<file path="src/rtl/brnfck_arb_pkg.sv">
// Shared types and constants for the tape/program memory arbiter.
package brnfck_arb_pkg;

  localparam int unsigned RD_LAT_MAX = 15;
  localparam int unsigned LAT_W      = $clog2(RD_LAT_MAX + 1);

  typedef enum logic [1:0] {IDLE, ACCESS, WAIT, RESP} arb_state_t;
  typedef enum logic       {CORE, HOST}               port_id_t;

endpackage

</file>
<file path="src/rtl/brnfck_rr_pick.sv">
// Combinational two-way round-robin picker; the requester that did not win last time has priority.
module brnfck_rr_pick
  import brnfck_arb_pkg::*;
(
  input  logic     c_req,
  input  logic     h_req,
  input  port_id_t last_grant,
  output logic     grant_valid,
  output port_id_t grant_id
);

  always_comb begin
    grant_valid = c_req | h_req;
    grant_id    = CORE;
    if (c_req && h_req) begin
      grant_id = (last_grant == CORE) ? HOST : CORE;
    end else if (h_req) begin
      grant_id = HOST;
    end
  end

endmodule

</file>
<file path="src/rtl/brnfck_mem_arb.sv">
// Round-robin arbiter sharing one single-port synchronous RAM between the core and the host loader.
module brnfck_mem_arb
  import brnfck_arb_pkg::*;
#(
  parameter int unsigned AW     = 8,
  parameter int unsigned DW     = 8,
  parameter int unsigned RD_LAT = 1
) (
  input  logic          clk,
  input  logic          nrst,
  input  logic          c_req,
  input  logic          c_we,
  input  logic [AW-1:0] c_addr,
  input  logic [DW-1:0] c_wdata,
  output logic          c_ack,
  output logic [DW-1:0] c_rdata,
  input  logic          h_req,
  input  logic          h_we,
  input  logic [AW-1:0] h_addr,
  input  logic [DW-1:0] h_wdata,
  output logic          h_ack,
  output logic [DW-1:0] h_rdata,
  output logic          mem_en,
  output logic          mem_we,
  output logic [AW-1:0] mem_addr,
  output logic [DW-1:0] mem_wdata,
  input  logic [DW-1:0] mem_rdata,
  output logic          busy
);

  arb_state_t       state_q, state_d;
  port_id_t         last_grant_q, last_grant_d;
  port_id_t         id_q, id_d;
  logic             we_q, we_d;
  logic [AW-1:0]    addr_q, addr_d;
  logic [DW-1:0]    wdata_q, wdata_d;
  logic [LAT_W-1:0] lat_cnt_q, lat_cnt_d;
  logic [DW-1:0]    c_rdata_q, c_rdata_d;
  logic [DW-1:0]    h_rdata_q, h_rdata_d;
  logic             c_ack_q, c_ack_d;
  logic             h_ack_q, h_ack_d;
  logic             mem_en_q, mem_en_d;
  logic             mem_we_q, mem_we_d;
  logic [AW-1:0]    mem_addr_q, mem_addr_d;
  logic [DW-1:0]    mem_wdata_q, mem_wdata_d;
  logic             busy_q, busy_d;
  logic             grant_valid;
  port_id_t         grant_id;
  logic             in_access;

  brnfck_rr_pick u_pick (
    .c_req       (c_req),
    .h_req       (h_req),
    .last_grant  (last_grant_q),
    .grant_valid (grant_valid),
    .grant_id    (grant_id)
  );

  always_ff @(posedge clk or negedge nrst) begin
    if (!nrst) begin
      state_q      <= IDLE;
      last_grant_q <= HOST;
      id_q         <= CORE;
      we_q         <= 1'b0;
      addr_q       <= '0;
      wdata_q      <= '0;
      lat_cnt_q    <= '0;
      c_rdata_q    <= '0;
      h_rdata_q    <= '0;
      c_ack_q      <= 1'b0;
      h_ack_q      <= 1'b0;
      mem_en_q     <= 1'b0;
      mem_we_q     <= 1'b0;
      mem_addr_q   <= '0;
      mem_wdata_q  <= '0;
      busy_q       <= 1'b0;
    end else begin
      state_q      <= state_d;
      last_grant_q <= last_grant_d;
      id_q         <= id_d;
      we_q         <= we_d;
      addr_q       <= addr_d;
      wdata_q      <= wdata_d;
      lat_cnt_q    <= lat_cnt_d;
      c_rdata_q    <= c_rdata_d;
      h_rdata_q    <= h_rdata_d;
      c_ack_q      <= c_ack_d;
      h_ack_q      <= h_ack_d;
      mem_en_q     <= mem_en_d;
      mem_we_q     <= mem_we_d;
      mem_addr_q   <= mem_addr_d;
      mem_wdata_q  <= mem_wdata_d;
      busy_q       <= busy_d;
    end
  end

  // Next state, request latch and read-data capture
  always_comb begin
    state_d      = state_q;
    last_grant_d = last_grant_q;
    id_d         = id_q;
    we_d         = we_q;
    addr_d       = addr_q;
    wdata_d      = wdata_q;
    lat_cnt_d    = lat_cnt_q;
    c_rdata_d    = c_rdata_q;
    h_rdata_d    = h_rdata_q;

    case (state_q)
      IDLE: begin
        if (grant_valid) begin
          state_d      = ACCESS;
          last_grant_d = grant_id;
          id_d         = grant_id;
          if (grant_id == CORE) begin
            we_d    = c_we;
            addr_d  = c_addr;
            wdata_d = c_wdata;
          end else begin
            we_d    = h_we;
            addr_d  = h_addr;
            wdata_d = h_wdata;
          end
        end
      end
      ACCESS: begin
        if (we_q) begin
          state_d = RESP;
        end else begin
          lat_cnt_d = LAT_W'(RD_LAT);
          state_d   = WAIT;
        end
      end
      WAIT: begin
        lat_cnt_d = lat_cnt_q - LAT_W'(1);
        // <= guards against a zero count ever stalling the FSM
        if (lat_cnt_q <= LAT_W'(1)) begin
          state_d = RESP;
          if (id_q == CORE) c_rdata_d = mem_rdata;
          else              h_rdata_d = mem_rdata;
        end
      end
      RESP:    state_d = IDLE;
      default: state_d = IDLE;
    endcase

    // Outputs are registered from the next state so they line up with it
    in_access   = (state_d == ACCESS);
    mem_en_d    = in_access;
    mem_we_d    = in_access && we_d;
    mem_addr_d  = in_access ? addr_d  : '0;
    mem_wdata_d = in_access ? wdata_d : '0;
    c_ack_d     = (state_d == RESP) && (id_d == CORE);
    h_ack_d     = (state_d == RESP) && (id_d == HOST);
    busy_d      = (state_d != IDLE);
  end

  assign c_ack     = c_ack_q;
  assign h_ack     = h_ack_q;
  assign c_rdata   = c_rdata_q;
  assign h_rdata   = h_rdata_q;
  assign mem_en    = mem_en_q;
  assign mem_we    = mem_we_q;
  assign mem_addr  = mem_addr_q;
  assign mem_wdata = mem_wdata_q;
  assign busy      = busy_q;

endmodule
</file>
<file path="config.mk">
export PLATFORM = sky130hd
export DESIGN_NAME = brnfck_mem_arb
export DESIGN_NICKNAME = d
export VERILOG_FILES = /design/src/rtl/brnfck_arb_pkg.sv /design/src/rtl/brnfck_rr_pick.sv /design/src/rtl/brnfck_mem_arb.sv
export SDC_FILE = /design/constraint.sdc
export NUM_CORES = 1
export LEC_CHECK = 0
export CORE_ASPECT_RATIO = 1.4
export CORE_MARGIN = 4
export CORE_UTILIZATION = 48
export CTS_BUF_LIST = sky130_fd_sc_hd__clkbuf_16
export DETAILED_ROUTE_END_ITERATION = 16
export GPL_TIMING_DRIVEN = 0
export PLACE_DENSITY = 0.8
export RECOVER_POWER = 100
export REMOVE_ABC_BUFFERS = 1
export SKIP_CTS_REPAIR_TIMING = 1
export SLEW_MARGIN = 25
export SYNTH_ARGS = -nofsm -noshare
export SYNTH_HDL_FRONTEND = slang
export SYNTH_SLANG_ARGS = --single-unit
</file>
<file path="constraint.sdc">
create_clock -name clk -period 2.06 [get_ports clk]
set_input_delay 0.412 -clock clk [delete_from_list [all_inputs] [get_ports clk]]
set_output_delay 0.412 -clock clk [all_outputs]
set_load 0.01 [all_outputs]
</file>
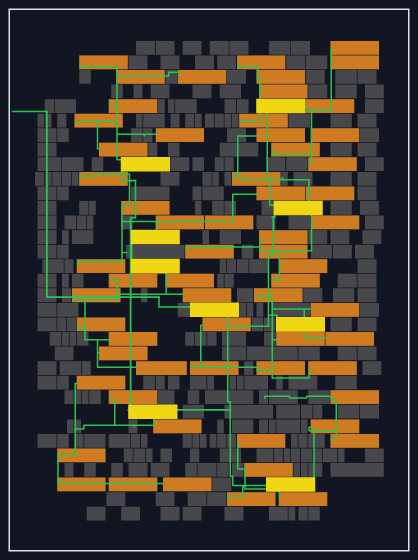
Run 1: clock network drawn from the DEF
[orange] flip-flops | count: 62
[green] clock wires | length: 782 um
[yellow] cells driving clock nets | count: 9
routed clock nets	10
Setup Skew: 0.00266 ns
clk_lat worst skew: 0.32 ns
clock distribution power: 1.41 mW
clock power share: 22.0%

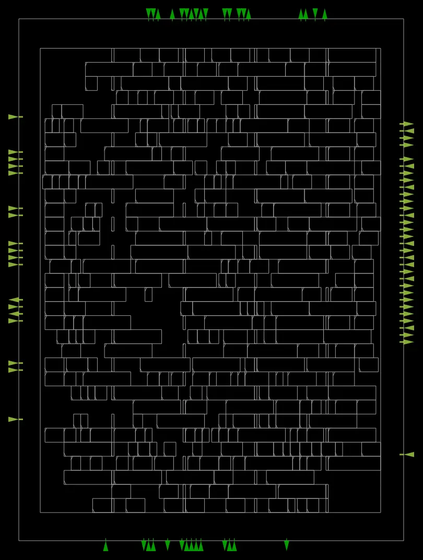
Run 1: placement view
n_taps: 70
flop share of the area: 37.9%
Flops: 62

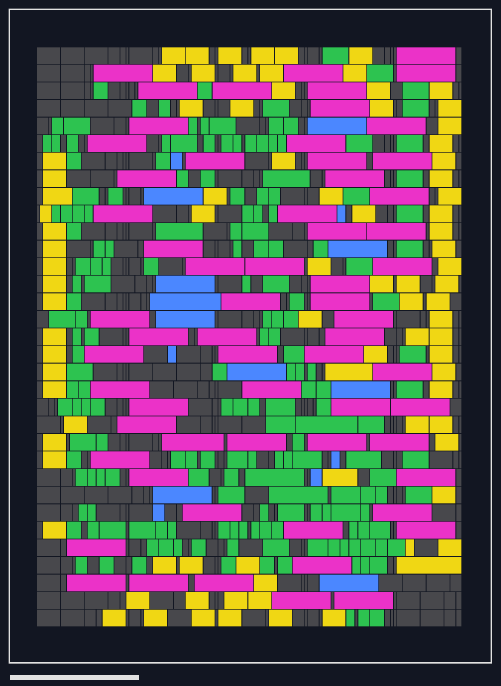
Run 1: cells colored by class
Bar = 20 um. Fill, decap, tap and diode cells in gray.
color	class	cells	share of their area
magenta	flip-flops	62	39%
green	all other logic	183	32%
blue	clock drivers and dummy loads	16	7.0%
yellow	other buffers and delay cells	86	22%
num rows: 33
Final Util: 69.4%
Core Box Area: 5900 um2
Final Instance Area: 4100 um2

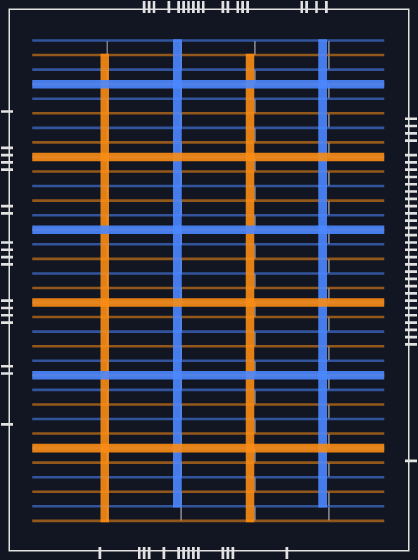
Run 1: supply network
Pins as bars on the die edge. Tap cells in gray.
color	net
orange	VSS
blue	VDD
tap cells	70
signal pins	83
Max VDD drop: 682 uV
Die Wd: 74.4 um

==> flow_summary.ini, run 1 <==
; yosys + openroad results
[logic_synthesis]
yosys_area_um2 = 2960
avgSynthCellArea_um2 = 11.4
synth.area.top_cells = dfrtp_1 52%, mux2_2 6.8%, a21oi_1 6.4%
ys_cells = 260
synth_flops = 62
yosysTopAreaCellShare_pct = 51.6
synth.cells.most_frequent = 61 x dfrtp_1, 38 x a21oi_1, 35 x nor2_1
fa_ha_area_share_pct = 2.54
compound_area_share_pct = 18.7
synth-xor-area-share_pct = 0
synth_top_cell_by_count = dfrtp_1
synthTopLogicFamily = AND-OR/OR-AND gates
simple_gate_area_share_pct = 15.7
mux_area_share_pct = 6.85
netlist-cell-type-count = 35
yosysTopAreaCell = dfrtp_1
syn-instance-count = 260
ys_warn_count = 0
postSynthSeqShare_pct = 52.5
ff_type = dfrtp_1

[route]
drt-initial-drc-count = 130
routed.top_layer = met4
post_drt_wl_per_cell_um = 16.4
final_antenna_net_count = 0
num_vias = 2287
vias_per_cell = 5.48

[worst_setup_path]
cp-start-kind = flop
cpMaxStageDelayCell = dfrtp_1
crit_family = flip-flops
crit_fanout = 11
critPathLaunch = state_q[0]
worst-path-stages = 5
r2r_cells = 5
worstPathRequired_ns = 2.26
r2r_start = state_q[0]
crit_chain = inv_1 -> ha_4 -> o211ai_1 -> nor2_4 -> mux2_2
regToRegEndpoint = c_rdata[0]
crit_path_end = c_rdata[0]
cp-end-kind = flop

[final_layout]
regArea_um2 = 1550
buffers = 86
drive_above_1_share_pct = 16.4
logic_area_um2 = 1270
diodes = 0
stdcell_count = 417
largestClassByArea = registers
logic_gates = 177
final-clk-cell-share_pct = 6.87
num-fill-cells = 448
nNonClkInverters = 6
layout.nonclk_buf_share_pct = 21.6
final_nets = 394
final_cell_mix = 61 x dfrtp_1, 42 x clkdlybuf4s50_1, 38 x a21oi_1, 38 x dlygate4sd3_1, 35 x nor2_1

[power]
seq_power_share_pct = 32.0
p_seq_mw = 2.05
switching_share_pct = 33.9
p_int_mw = 4.23
power_frac_comb_pct = 45.9

[outcome]
status = complete, no violations

[clock_tree]
cts_tree = built
clkTransAtPathRegs_ns = 0.05
clockBufferDepth = 2

[global_route]
grt_pass1_wl_um = 10700
antenna_found_initial = 0
grt_max_degree = 48
track_usage_pct = 18.9
grt_pass1_vias = 2215
grt.busiest_layer = met2

[place]
dpl_cell_area_um2 = 3800
place_inst = 398
dp_hpwl_um = 4440

[die]
die_area_um2 = 7500
fp_util_pct = 50.1
ios = 83

[min_path]
min_path_type = flop to flop
worstHoldPathCells = 1
min_from = h_rdata[5]

[run]
warnings = 29
cap_violations = 0

[timing]
max_slew_margin_pct = 35.1
clock.fmax_ghz = 0.517
rsz0062_at_grt = false
Run 1, signal wires on met2:
Bar = 20 um.
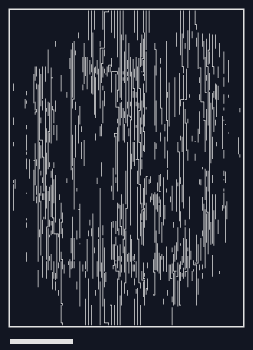

## Run 2: what changed since run 1
--- a/config.mk
+++ b/config.mk
@@ -6,11 +6,11 @@
 export NUM_CORES = 1
 export LEC_CHECK = 0
 export CORE_ASPECT_RATIO = 1.4
-export CORE_MARGIN = 4
 export CORE_UTILIZATION = 48
 export CTS_BUF_LIST = sky130_fd_sc_hd__clkbuf_16
 export DETAILED_ROUTE_END_ITERATION = 16
 export GPL_TIMING_DRIVEN = 0
+export HOLD_SLACK_MARGIN = 0.1
 export PLACE_DENSITY = 0.8
 export RECOVER_POWER = 100
 export REMOVE_ABC_BUFFERS = 1
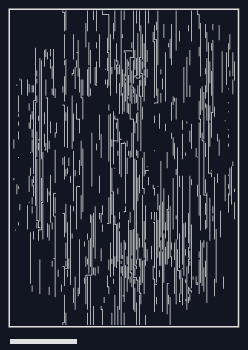
Run 2: signal wires on met2
Bar = 20 um.
share of all routed wire	51%
longest straight run	49.0 um
wire length on this layer	3530 um
nets with wire on the layer	342
final WL: 6860 um
met2 Use GR: 37.9%

==> run 2 against run 1 <==
Count of clock-buffer cells in the layout unchanged. Sequential power about the same. Global-route usage increased by 3.4 points. Final area increased by 1.6%. Critical endpoint is now c_rdata[4]. Largest cell class unchanged. Synthesized cell count unchanged. Wire length increased by 0.44%. Clock power increased by 23%. Core utilization increased by 1.1 points. Non-clock buffer count unchanged. Cell count unchanged. Maximum frequency increased by 0.19%. Hold slack improved by 0.0022 ns.
==> flow_summary.ini, run 2 <==
; yosys + openroad results
[final_layout]
nNonClkInverters = 6
seq_cell_count = 62
diodes = 0
layout.nonclk_buf_share_pct = 21.3
final_nets = 394
num-fill-cells = 447
final_cell_mix = 61 x dfrtp_1, 42 x clkdlybuf4s50_1, 38 x a21oi_1, 38 x dlygate4sd3_1, 35 x nor2_1
drive_above_1_share_pct = 17.3

[min_path]
worstHoldPathCells = 1

[power]
switching_share_pct = 33.4
seq_power_share_pct = 30.3
clkPwrFrac_pct = 25.6
irDropWorstVdd_uv = 655
powerClk_mw = 1.73
power_frac_comb_pct = 44.0

[logic_synthesis]
postSynthSeqShare_pct = 52.5
synth-xor-area-share_pct = 0
synthTopLogicFamily = AND-OR/OR-AND gates
ys_cells = 260
synth_top_cell_by_count = dfrtp_1
avgSynthCellArea_um2 = 11.4
simple_gate_area_share_pct = 15.7
yosysTopAreaCell = dfrtp_1
synth.cells.most_frequent = 61 x dfrtp_1, 38 x a21oi_1, 35 x nor2_1
synth.area.top_cells = dfrtp_1 52%, mux2_2 6.8%, a21oi_1 6.4%
netlist-cell-type-count = 35
syn-instance-count = 260
compound_area_share_pct = 18.7
yosysTopAreaCellShare_pct = 51.6
ys_warn_count = 0

[timing]
worst_clock_skew_ns = 0.00488
max_slew_margin_pct = 37.3

[run]
warnings = 29
cap_violations = 0

[place]
dpl_cell_area_um2 = 3800
place_inst = 398
dp_hpwl_um = 4350

[worst_setup_path]
r2r_start = state_q[0]
crit_path_end = c_rdata[4]
crit_fanout = 11
cpMaxStageDelayCell = dfrtp_1
critPathLaunch = state_q[0]
crit_chain = inv_1 -> ha_4 -> o211ai_1 -> nor2_4 -> mux2_2
crit_family = flip-flops
r2r_cells = 5
regToRegEndpoint = c_rdata[4]
worst-path-stages = 5

[die]
die_w_um = 68.4
ios = 83
tapCellCount = 70
die_area_um2 = 6490

[global_route]
grt_max_degree = 49
antenna_found_initial = 0
grt_pass1_vias = 2239
grt.busiest_layer = met2
track_usage_pct = 22.3
grt_pass1_wl_um = 10600

[clock_tree]
cts_tree = built
clockBufferDepth = 2
clk_latency_ns = 0.32
clkTransAtPathRegs_ns = 0.05

[route]
post_drt_wl_per_cell_um = 16.5
routed.top_layer = met4
vias_per_cell = 5.48
final_antenna_net_count = 0

[outcome]
status = complete, no violations
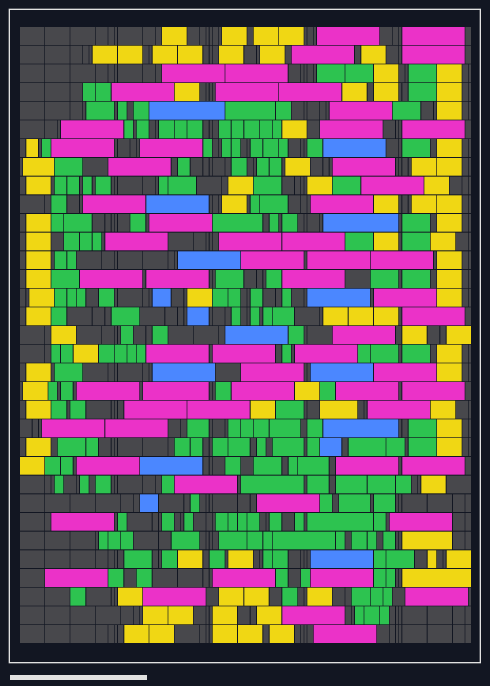
Run 2: cells colored by class
Bar = 20 um. Fill, decap, tap and diode cells in gray.
color	class	cells	share of their area
green	all other logic	183	32%
yellow	other buffers and delay cells	86	22%
magenta	flip-flops	62	38%
blue	clock drivers and dummy loads	16	8.5%
flop share of the area: 37.3%
Final Util: 70.5%
Final Instance Area: 4160 um2

Run 2, placement view:
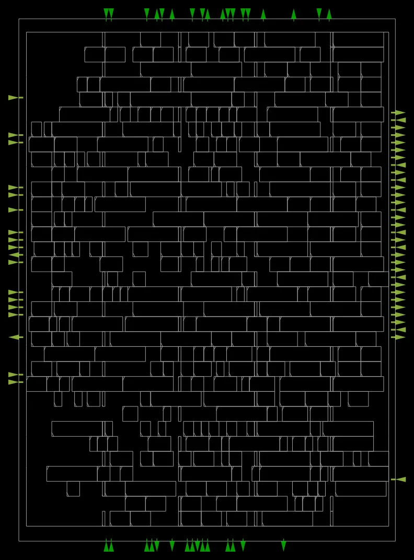

## Run 3: what changed since run 2
--- a/config.mk
+++ b/config.mk
@@ -5,10 +5,11 @@
 export SDC_FILE = /design/constraint.sdc
 export NUM_CORES = 1
 export LEC_CHECK = 0
-export CORE_ASPECT_RATIO = 1.4
+export CORE_MARGIN = 1.5
 export CORE_UTILIZATION = 48
 export CTS_BUF_LIST = sky130_fd_sc_hd__clkbuf_16
 export DETAILED_ROUTE_END_ITERATION = 16
+export GPL_ROUTABILITY_DRIVEN = 0
 export GPL_TIMING_DRIVEN = 0
 export HOLD_SLACK_MARGIN = 0.1
 export PLACE_DENSITY = 0.8
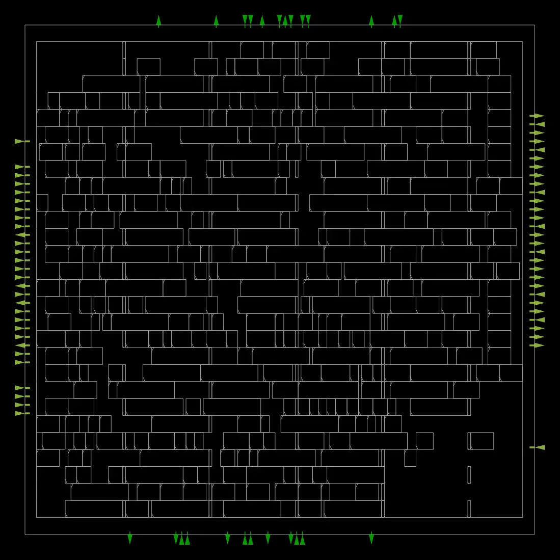
Run 3: placement view
Core Box Area: 5920 um2
num rows: 28
fillcell total: 431

==> run 3 against run 2 <==
Flip-flop count unchanged. Worst setup slack got worse by 0.0059 ns. Global-route usage decreased by 0.66 points. Clock skew increased by 0.00067 ns. Wire length decreased by 1.4%. Critical endpoint is now mem_addr[3]. Largest cell class unchanged. Highest routed layer unchanged.
==> flow_summary.ini, run 3 <==
; yosys + openroad results
[clock_tree]
cts_tree = built
clk_latency_ns = 0.33
clockRootBuffer = clkbuf_16
clkTransAtPathRegs_ns = 0.05
numCtsBuffers = 9
cts_sinks = 62
clockBufferDepth = 2
cts_htree_levels = 3

[logic_synthesis]
synth-edff-count = 0
mux_area_share_pct = 6.85
compound_area_share_pct = 18.7
synth_top_cell_by_count = dfrtp_1
yosys_area_um2 = 2960
ys_cells = 260
avgSynthCellArea_um2 = 11.4
yosysTopAreaCell = dfrtp_1
postSynth.asyncResetShare_pct = 100
ys_warn_count = 0
postSynthSeqShare_pct = 52.5
synth_flops = 62
synth_area_um2 = 2960
synth.area.top_cells = dfrtp_1 52%, mux2_2 6.8%, a21oi_1 6.4%
synthTopLogicFamily = AND-OR/OR-AND gates
synth-xor-area-share_pct = 0
simple_gate_area_share_pct = 15.7
netlist-cell-type-count = 35
ff_type = dfrtp_1
synth.cells.most_frequent = 61 x dfrtp_1, 38 x a21oi_1, 35 x nor2_1
yosysTopAreaCellShare_pct = 51.6
fa_ha_area_share_pct = 2.54
syn-instance-count = 260

[power]
power_density_nw_per_um2 = 1620
seq_power_share_pct = 30.7
switching_share_pct = 33.6
irDropWorstVdd_uv = 808
leakagePower_nw = 1.82
p_seq_mw = 2.07
p_total_mw = 6.74
powerClk_mw = 1.77
power_frac_comb_pct = 43.0
clkPwrFrac_pct = 26.3
p_int_mw = 4.47
p_comb_mw = 2.90

[place]
dpl_cell_area_um2 = 3800
dp_hpwl_um = 4230
place_inst = 403
pre_cts_ws_ns = -0.861

[final_layout]
area_growth_pct = 40.1
buffers = 87
layout.nonclk_buf_share_pct = 20.7
final_cell_mix = 61 x dfrtp_1, 42 x clkdlybuf4s50_1, 38 x a21oi_1, 38 x dlygate4sd3_1, 35 x nor2_1
regArea_um2 = 1550
largestClassByArea = registers
logic_gates = 177
final_nets = 395
logic_area_um2 = 1270
diodes = 0
stdcell_count = 423
nNonClkInverters = 6
seq_cell_count = 62
comb_area_share_pct = 30.5
fin_util_pct = 70.0
clkbuf_count = 9
layout_top_cell = dfrtp_1
fin_area_um2 = 4150
seq-cell-share_pct = 37.4
final-clk-cell-share_pct = 8.51
drive_above_1_share_pct = 17.8

[run]
cap_violations = 0
warnings = 29

[global_route]
antenna_found_initial = 0
grt_pass1_wl_um = 10600
grt_use_met1_pct = 25.2
grt_max_degree = 39
track_usage_pct = 21.6
grt_remaining_overflow = 0
grt.busiest_layer = met2
globalRouteMet3Util_pct = 8.00
grt_pass1_vias = 2299

[min_path]
min_from = c_rdata[1]
min_path_type = flop to flop
worstHoldPathCells = 1
hold_path_end = c_rdata[1]

[worst_setup_path]
crit_fanout = 11
crit_chain = inv_1 -> ha_4 -> o211ai_1 -> a311oi_4 -> clkbuf_2 -> and2_1
cp-end-kind = flop
slowest_delay_ns = 0.42
cpMaxStageDelayCell = dfrtp_1
crit_family = AND-OR/OR-AND gates
cp_data_arrival_time_ns = 2.20
worst-path-stages = 6
crit_buf_inv = 2
regToRegEndpoint = mem_addr[3]
r2r_cells = 6
worstPathRequired_ns = 2.33
cp-start-kind = flop
r2r_slack_ns = 0.12
critPathLaunch = state_q[0]
crit_path_end = mem_addr[3]
r2r_start = state_q[0]

[timing]
slew_viol_final = 0
rsz0062_at_grt = false
worst_clock_skew_ns = 0.00555
whs_ns = 0.503
finalClockPeriodUsage_pct = 94.0
timing.setup.tns_ns = 0
worst_pin_slew_ns = 0.925
setup_violations = 0
fin_crit_ns = 1.94
max_slew_margin_pct = 38.2
finalWorstSetupSlack_ns = 0.124
hold_viol = 0
clock.fmax_ghz = 0.517

[route]
routed.top_layer = met4
wl_met3_um = 584
final_antenna_net_count = 0
post-route-drc-count = 0
drt-initial-drc-count = 115
post_drt_wl_per_cell_um = 16.0
met1_length_um = 2820
vias_per_cell = 5.56
dr.pass1.iters = 5
route.met2.wl_um = 3290

[die]
tapCellCount = 75
ios = 83
die_y_um = 81.5
die_w_um = 81.5
die_area_um2 = 6640
fp_util_pct = 50.0

[outcome]
status = complete, no violations
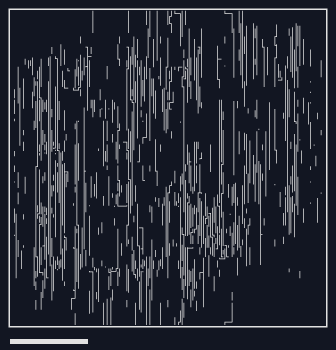
Run 3: signal wires on met2
Bar = 20 um.
via count of the routed design: 2350
met2 Use GR: 36.4%
final WL: 6770 um

Power is estimated from default activity; no workload was simulated.
